**src/rtl/roach_infra_pkg.sv**
```systemverilog
// Purpose : shared constants for the ROACH clock/reset infrastructure.
// Latency : n/a (package only).
// Backpr. : n/a. Holds state encodings, counter width and default timings.
package roach_infra_pkg;

    localparam int CNT_W = 16;

    // Sequencer state encodings; these values are visible on the state port.
    localparam logic [2:0] ST_WAIT_LOCK = 3'd0;
    localparam logic [2:0] ST_IDLY_RST  = 3'd1;
    localparam logic [2:0] ST_WAIT_RDY  = 3'd2;
    localparam logic [2:0] ST_HOLD      = 3'd3;
    localparam logic [2:0] ST_RUN       = 3'd4;
    localparam logic [2:0] ST_FAULT     = 3'd5;

    localparam int DEF_RST_PULSE_CYCLES = 16;
    localparam int DEF_LOCK_TIMEOUT     = 65535;
    localparam int DEF_RDY_TIMEOUT      = 4096;
    localparam int DEF_HOLD_CYCLES      = 32;
    localparam int DEF_MAX_RETRIES      = 3;

endpackage

```
**src/rtl/roach_sync2.sv**
```systemverilog
// Purpose : two-flop synchroniser for a single asynchronous level.
// Latency : 2 clk_i cycles from d_i to q_o.
// Backpr. : none. Ports: clk_i, rst_ni (async active-low), d_i (async level), q_o (synchronised).
module roach_sync2 (
    input  logic clk_i,
    input  logic rst_ni,
    input  logic d_i,
    output logic q_o
);

    logic meta_q;
    logic sync_q;

    always_ff @(posedge clk_i or negedge rst_ni) begin
        if (!rst_ni) begin
            meta_q <= 1'b0;
            sync_q <= 1'b0;
        end else begin
            meta_q <= d_i;
            sync_q <= meta_q;
        end
    end

    assign q_o = sync_q;

endmodule

```
**src/rtl/roach_clk_sequencer.sv**
```systemverilog
// Purpose : power-up sequencer: wait for clock lock, pulse idelay_rst, wait idelay_rdy, hold then release sys_rst.
// Latency : inputs seen 2 cycles late through synchronisers; state and all outputs registered.
// Backpr. : none. Inputs sys_clk/sys_rst_n/sys_clk_lock/idelay_rdy/soft_rst_req; outputs idelay_rst, sys_rst, ready, fault, state, retry_cnt, lock_loss_cnt.
module roach_clk_sequencer
    import roach_infra_pkg::*;
#(
    parameter int RST_PULSE_CYCLES = DEF_RST_PULSE_CYCLES,
    parameter int LOCK_TIMEOUT     = DEF_LOCK_TIMEOUT,
    parameter int RDY_TIMEOUT      = DEF_RDY_TIMEOUT,
    parameter int HOLD_CYCLES      = DEF_HOLD_CYCLES,
    parameter int MAX_RETRIES      = DEF_MAX_RETRIES
) (
    input  logic       sys_clk,
    input  logic       sys_rst_n,
    input  logic       sys_clk_lock,
    input  logic       idelay_rdy,
    input  logic       soft_rst_req,
    output logic       idelay_rst,
    output logic       sys_rst,
    output logic       ready,
    output logic       fault,
    output logic [2:0] state,
    output logic [1:0] retry_cnt,
    output logic [7:0] lock_loss_cnt
);

    localparam logic [CNT_W-1:0] LOCK_LOAD  = 16'(LOCK_TIMEOUT);
    localparam logic [CNT_W-1:0] PULSE_LOAD = 16'(RST_PULSE_CYCLES);
    localparam logic [CNT_W-1:0] RDY_LOAD   = 16'(RDY_TIMEOUT);
    localparam logic [CNT_W-1:0] HOLD_LOAD  = 16'(HOLD_CYCLES);
    localparam logic [1:0]       MAX_RETRY  = 2'(MAX_RETRIES);

    logic             lock_s;
    logic             rdy_s;
    logic [2:0]       state_q, state_d;
    logic [CNT_W-1:0] cnt_q, cnt_d;
    logic [1:0]       retry_q, retry_d;
    logic [7:0]       llc_q, llc_d;
    logic             idelay_rst_q, sys_rst_q, ready_q, fault_q;
    logic             expired;
    logic             fail;

    roach_sync2 u_sync_lock (
        .clk_i  (sys_clk),
        .rst_ni (sys_rst_n),
        .d_i    (sys_clk_lock),
        .q_o    (lock_s)
    );

    roach_sync2 u_sync_rdy (
        .clk_i  (sys_clk),
        .rst_ni (sys_rst_n),
        .d_i    (idelay_rdy),
        .q_o    (rdy_s)
    );

    // A state loaded with N expires on its N-th cycle, so it lasts exactly N cycles.
    assign expired = (cnt_q <= 16'd1);

    always_comb begin
        state_d = state_q;
        cnt_d   = cnt_q;
        retry_d = retry_q;
        llc_d   = llc_q;
        fail    = 1'b0;
        if (soft_rst_req) begin
            state_d = ST_WAIT_LOCK;
            cnt_d   = LOCK_LOAD;
            retry_d = 2'd0;
        end else begin
            // Lock loss is tested before expiry so a coincident timeout is never charged as a retry.
            case (state_q)
                ST_WAIT_LOCK: begin
                    if (lock_s) begin
                        state_d = ST_IDLY_RST;
                        cnt_d   = PULSE_LOAD;
                    end else if (expired) begin
                        fail = 1'b1;
                    end else begin
                        cnt_d = cnt_q - 16'd1;
                    end
                end
                ST_IDLY_RST: begin
                    if (!lock_s) begin
                        state_d = ST_WAIT_LOCK;
                        cnt_d   = LOCK_LOAD;
                    end else if (expired) begin
                        state_d = ST_WAIT_RDY;
                        cnt_d   = RDY_LOAD;
                    end else begin
                        cnt_d = cnt_q - 16'd1;
                    end
                end
                ST_WAIT_RDY: begin
                    if (!lock_s) begin
                        state_d = ST_WAIT_LOCK;
                        cnt_d   = LOCK_LOAD;
                    end else if (rdy_s) begin
                        state_d = ST_HOLD;
                        cnt_d   = HOLD_LOAD;
                    end else if (expired) begin
                        fail = 1'b1;
                    end else begin
                        cnt_d = cnt_q - 16'd1;
                    end
                end
                ST_HOLD: begin
                    if (!lock_s || !rdy_s) begin
                        state_d = ST_WAIT_LOCK;
                        cnt_d   = LOCK_LOAD;
                    end else if (expired) begin
                        state_d = ST_RUN;
                        retry_d = 2'd0;
                    end else begin
                        cnt_d = cnt_q - 16'd1;
                    end
                end
                ST_RUN: begin
                    if (!lock_s) begin
                        state_d = ST_WAIT_LOCK;
                        cnt_d   = LOCK_LOAD;
                        if (llc_q != 8'hFF) begin
                            llc_d = llc_q + 8'd1;
                        end
                    end else if (!rdy_s) begin
                        state_d = ST_IDLY_RST;
                        cnt_d   = PULSE_LOAD;
                    end
                end
                ST_FAULT: begin
                    state_d = ST_FAULT;
                end
                default: begin
                    // Unused encodings recover through a fresh lock sequence.
                    state_d = ST_WAIT_LOCK;
                    cnt_d   = LOCK_LOAD;
                end
            endcase

            if (fail) begin
                if (retry_q == MAX_RETRY) begin
                    state_d = ST_FAULT;
                end else begin
                    retry_d = retry_q + 2'd1;
                    state_d = ST_WAIT_LOCK;
                    cnt_d   = LOCK_LOAD;
                end
            end
        end
    end

    always_ff @(posedge sys_clk or negedge sys_rst_n) begin
        if (!sys_rst_n) begin
            state_q <= ST_WAIT_LOCK;
            cnt_q   <= LOCK_LOAD;
            retry_q <= 2'd0;
            llc_q   <= 8'd0;
        end else begin
            state_q <= state_d;
            cnt_q   <= cnt_d;
            retry_q <= retry_d;
            llc_q   <= llc_d;
        end
    end

    // Outputs decoded from the next state and registered, so they switch
    // together with state and cannot glitch.
    always_ff @(posedge sys_clk or negedge sys_rst_n) begin
        if (!sys_rst_n) begin
            idelay_rst_q <= 1'b1;
            sys_rst_q    <= 1'b1;
            ready_q      <= 1'b0;
            fault_q      <= 1'b0;
        end else begin
            idelay_rst_q <= (state_d == ST_WAIT_LOCK) || (state_d == ST_IDLY_RST) ||
                            (state_d == ST_FAULT);
            sys_rst_q    <= (state_d != ST_RUN);
            ready_q      <= (state_d == ST_RUN);
            fault_q      <= (state_d == ST_FAULT);
        end
    end

    assign idelay_rst    = idelay_rst_q;
    assign sys_rst       = sys_rst_q;
    assign ready         = ready_q;
    assign fault         = fault_q;
    assign state         = state_q;
    assign retry_cnt     = retry_q;
    assign lock_loss_cnt = llc_q;

endmodule

```
**config.mk**
```make
export PLATFORM = sky130hd
export DESIGN_NAME = roach_clk_sequencer
export DESIGN_NICKNAME = d
export VERILOG_FILES = /design/src/rtl/roach_infra_pkg.sv /design/src/rtl/roach_sync2.sv /design/src/rtl/roach_clk_sequencer.sv
export SDC_FILE = /design/constraint.sdc
export NUM_CORES = 1
export LEC_CHECK = 0
export CORE_UTILIZATION = 40
export DETAILED_ROUTE_END_ITERATION = 8
export HOLD_SLACK_MARGIN = 0.1
export PLACE_DENSITY = 0.59
export SYNTH_ARGS = -nofsm -noshare
export SYNTH_HDL_FRONTEND = slang
export SYNTH_HIERARCHICAL = 1
export SYNTH_SLANG_ARGS = --single-unit
```
**constraint.sdc**
```tcl
create_clock -name sys_clk -period 2.05 [get_ports sys_clk]
set_input_delay 0.41 -clock sys_clk [delete_from_list [all_inputs] [get_ports sys_clk]]
set_output_delay 0.41 -clock sys_clk [all_outputs]
set_load 0.05 [all_outputs]
```
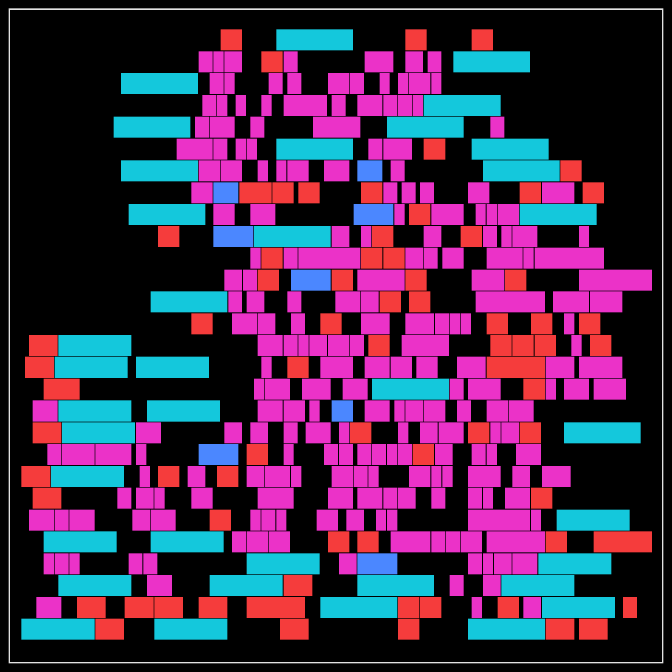
cell_classes.png
class	colour	cells	share of their area
clock drivers and dummy loads	blue	8	2.9%
other buffers and delay cells	red	72	19%
flip-flops	cyan	37	30%
all other logic	magenta	223	48%

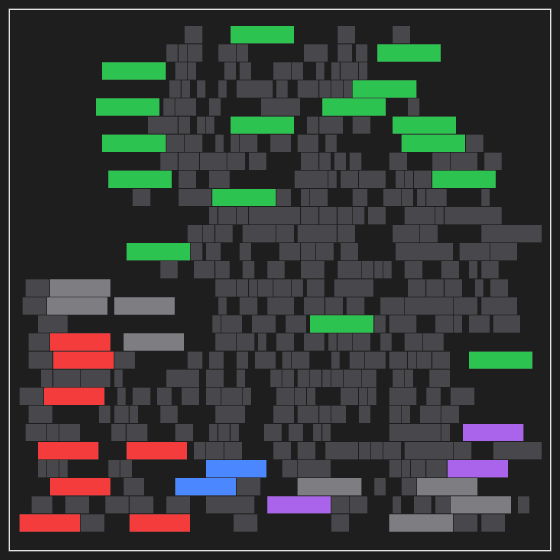
registers.png
netlist name	colour	placed flops
lock_loss_cnt	red	8
state	purple	3
retry_cnt	blue	2
cnt_q	green	16

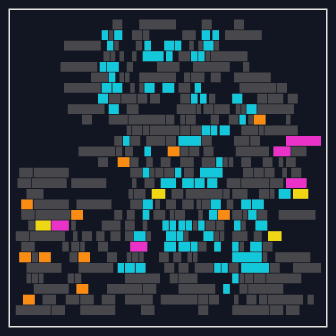
gate_families.png
family	colour	cells
inverting AOI/OAI gates	cyan	76
XOR/XNOR gates	orange	11
multiplexers	yellow	4
adder and majority cells	magenta	5

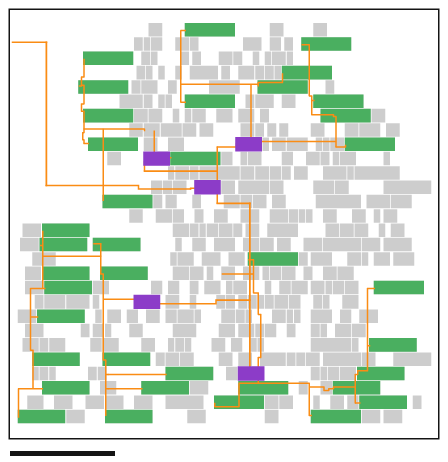
clock_map.png
The bar under the picture is 20 um long.
[clock wires] orange | length: 521 um
[flip-flops] green | count: 37
[cells driving clock nets] purple | count: 5
flops lie	all over the die

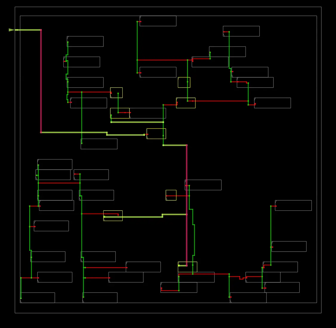
final_clocks.png
CTS sink count: 37
Worst-Skew Late Latency: 300 ps
worst clock skew: 15.67 ps

state kept, by name (all words and copies together), names as in the netlist:
register,count
cnt_q,16
fault,1
idelay_rst,1
lock_loss_cnt,8
ready,1
retry_cnt,2
state,3
sys_rst,1
u_sync_lock/meta_q,1
u_sync_lock/q_o,1
u_sync_rdy/meta_q,1
u_sync_rdy/q_o,1
cell families (layout without fill, tap and decap cells):
kind of cell / count (synthesis) / in the layout / share of synthesized area
AND/OR/NAND/NOR: 105 / 105 / 0.2460
AND-OR/OR-AND: 88 / 88 / 0.2445
flip-flops: 37 / 37 / 0.3775
buffers and inverters: 28 / 90 / 0.05179
XOR/XNOR: 11 / 11 / 0.03835
adder cells (fa/ha/maj): 5 / 5 / 0.02490
multiplexers: 4 / 4 / 0.01693
power by group:
part	total [uW]	internal, uW	leakage, uW	switching [uW]
logic	307	135	0.000916	173
clock network	540	245	0.0000447	295
registers	824	786	0.000432	38.7
metrics by stage:
stage                     instance area [sq um]  TNS [ps]
final                                      3311    -31.52
after global placement                     3123    -43.98
after CTS                                  3239    -52.52
after floorplan                            2524    -109.1
after detailed placement                   3123    -423.9
after global routing                       3311    -269.8
routing by layer:
layer | vias up | part of all wire
met4 | 0 | 0.022
met5 | - | 0
met1 | 1143 | 0.46
met2 | 77 | 0.47
li1 | 1162 | -
met3 | 14 | 0.055
critical path: stages, from the launching register on:
cell	delay [ps]
dfstp_2	380
or4_4	530
nor4b_4	240
nand2_1	90
ha_2	170
mux2_2	250
a32oi_1	150
o32a_1	170
nand2_1	50
cell type report:
cell class / count / area [sq um]
timing repair buffer: 72 / 619.3
tap: 75 / 93.84
fill: 530 / 2680
inverter: 10 / 37.54
clock buffer: 5 / 68.82
clock inverter: 3 / 25.02
sequential: 37 / 949.7
multi-input combinational: 213 / 1516
==> flow_metrics.env <==
# source this file to load flow results
export IMPL_status="finished, violations left"
export IMPL_violations="negative setup slack"
export IMPL_grtUsageMet1=0.3132
export IMPL_setup_slack_ps=-31.52
export IMPL_dieArea_sq_mm=0.006602
export IMPL_syn_instance_count=278
export IMPL_cp_arrival_ps=2320
export IMPL_async_flop_share=1.000
export IMPL_p_leak_uw=0.001393
export IMPL_final_instance_count_excl_fill=415
export IMPL_syn_to_final_growth_pct=31.77
export IMPL_r2r_start="cnt_q[2]$_DFF_PN1_"
export IMPL_rows=28
export IMPL_dr_pass1_iters=4
export IMPL_path_class="flop to flop"
export IMPL_path_clk_slew_ps=90
export IMPL_finalHoldViolations=0
export IMPL_fmax_ghz=0.4804
export IMPL_r2r_slack_ps=-30
export IMPL_synth_seq_share=0.3775
export IMPL_grt_max_degree=28
export IMPL_routedWlPerCell_um=16.68
export IMPL_yosys_warnings=6
export IMPL_fp_dieW_um=81.25
export IMPL_cts_made_buffers=5
export IMPL_start_kind="flop"
export IMPL_period_needed_ps=2082
export IMPL_post_dp_hpwl_um=5078
export IMPL_top_cell="nand2_1"
export IMPL_ant_nets=0
export IMPL_initial_utilization=0.4194
export IMPL_tool_warnings=30
export IMPL_num_vias=2396
export IMPL_post_place_ws_ps=-77.90
export IMPL_slew_headroom=0.5849
export IMPL_yosysChipArea_sq_mm=0.002512
export IMPL_reg2regPathDepth=8
export IMPL_dp_cells=405
export IMPL_setup_viol=1
export IMPL_end_kind="flop"
export IMPL_route_detailed_drc=0
export IMPL_core_area_sq_mm=0.005991
export IMPL_grt_ovfl_total=0
export IMPL_crit_path_end="cnt_q[0]$_DFF_PN1_"
export IMPL_slew_viol_final=0
export IMPL_lay_top_cells="buf_4, nand2_1, nor2_1, o21ai_0"
export IMPL_rsz0062_at_grt="true"
export IMPL_mostFrequentLayoutCell="buf_4"
export IMPL_post_cts_buffers=1
export IMPL_grtUsageTotal=0.2263
export IMPL_flop_cell="dfrtp_1"
export IMPL_gp_congestion=0.8454
export IMPL_max_cap_viol_count=0
export IMPL_viasPerCell=5.773
export IMPL_diodes=0
export IMPL_cp_max_fo=2
export IMPL_netlist_area_sq_mm=0.002512
export IMPL_grt_busiest_layer="met2"
export IMPL_edf_count=0
export IMPL_syn_avg_cell_area_sq_um=9.037
export IMPL_grt_pass1_wl_um=11210
export IMPL_fp_nets=288
export IMPL_whs_ps=111.3
export IMPL_top_area_cell="dfrtp_1"
export IMPL_post_route_period_util=1.015
export IMPL_wl_um=6923
export IMPL_synth_cell_types=70
export IMPL_htree_levels=2
export IMPL_cts_resized=4
export IMPL_final_nets=349
export IMPL_root_buffer="clkbuf_8"
export IMPL_antenna_found_initial=0
export IMPL_layout_drive_gt1_share=0.3529
export IMPL_p_per_area_mw_per_mm2=504.9
Power is estimated from default activity; no workload was simulated.
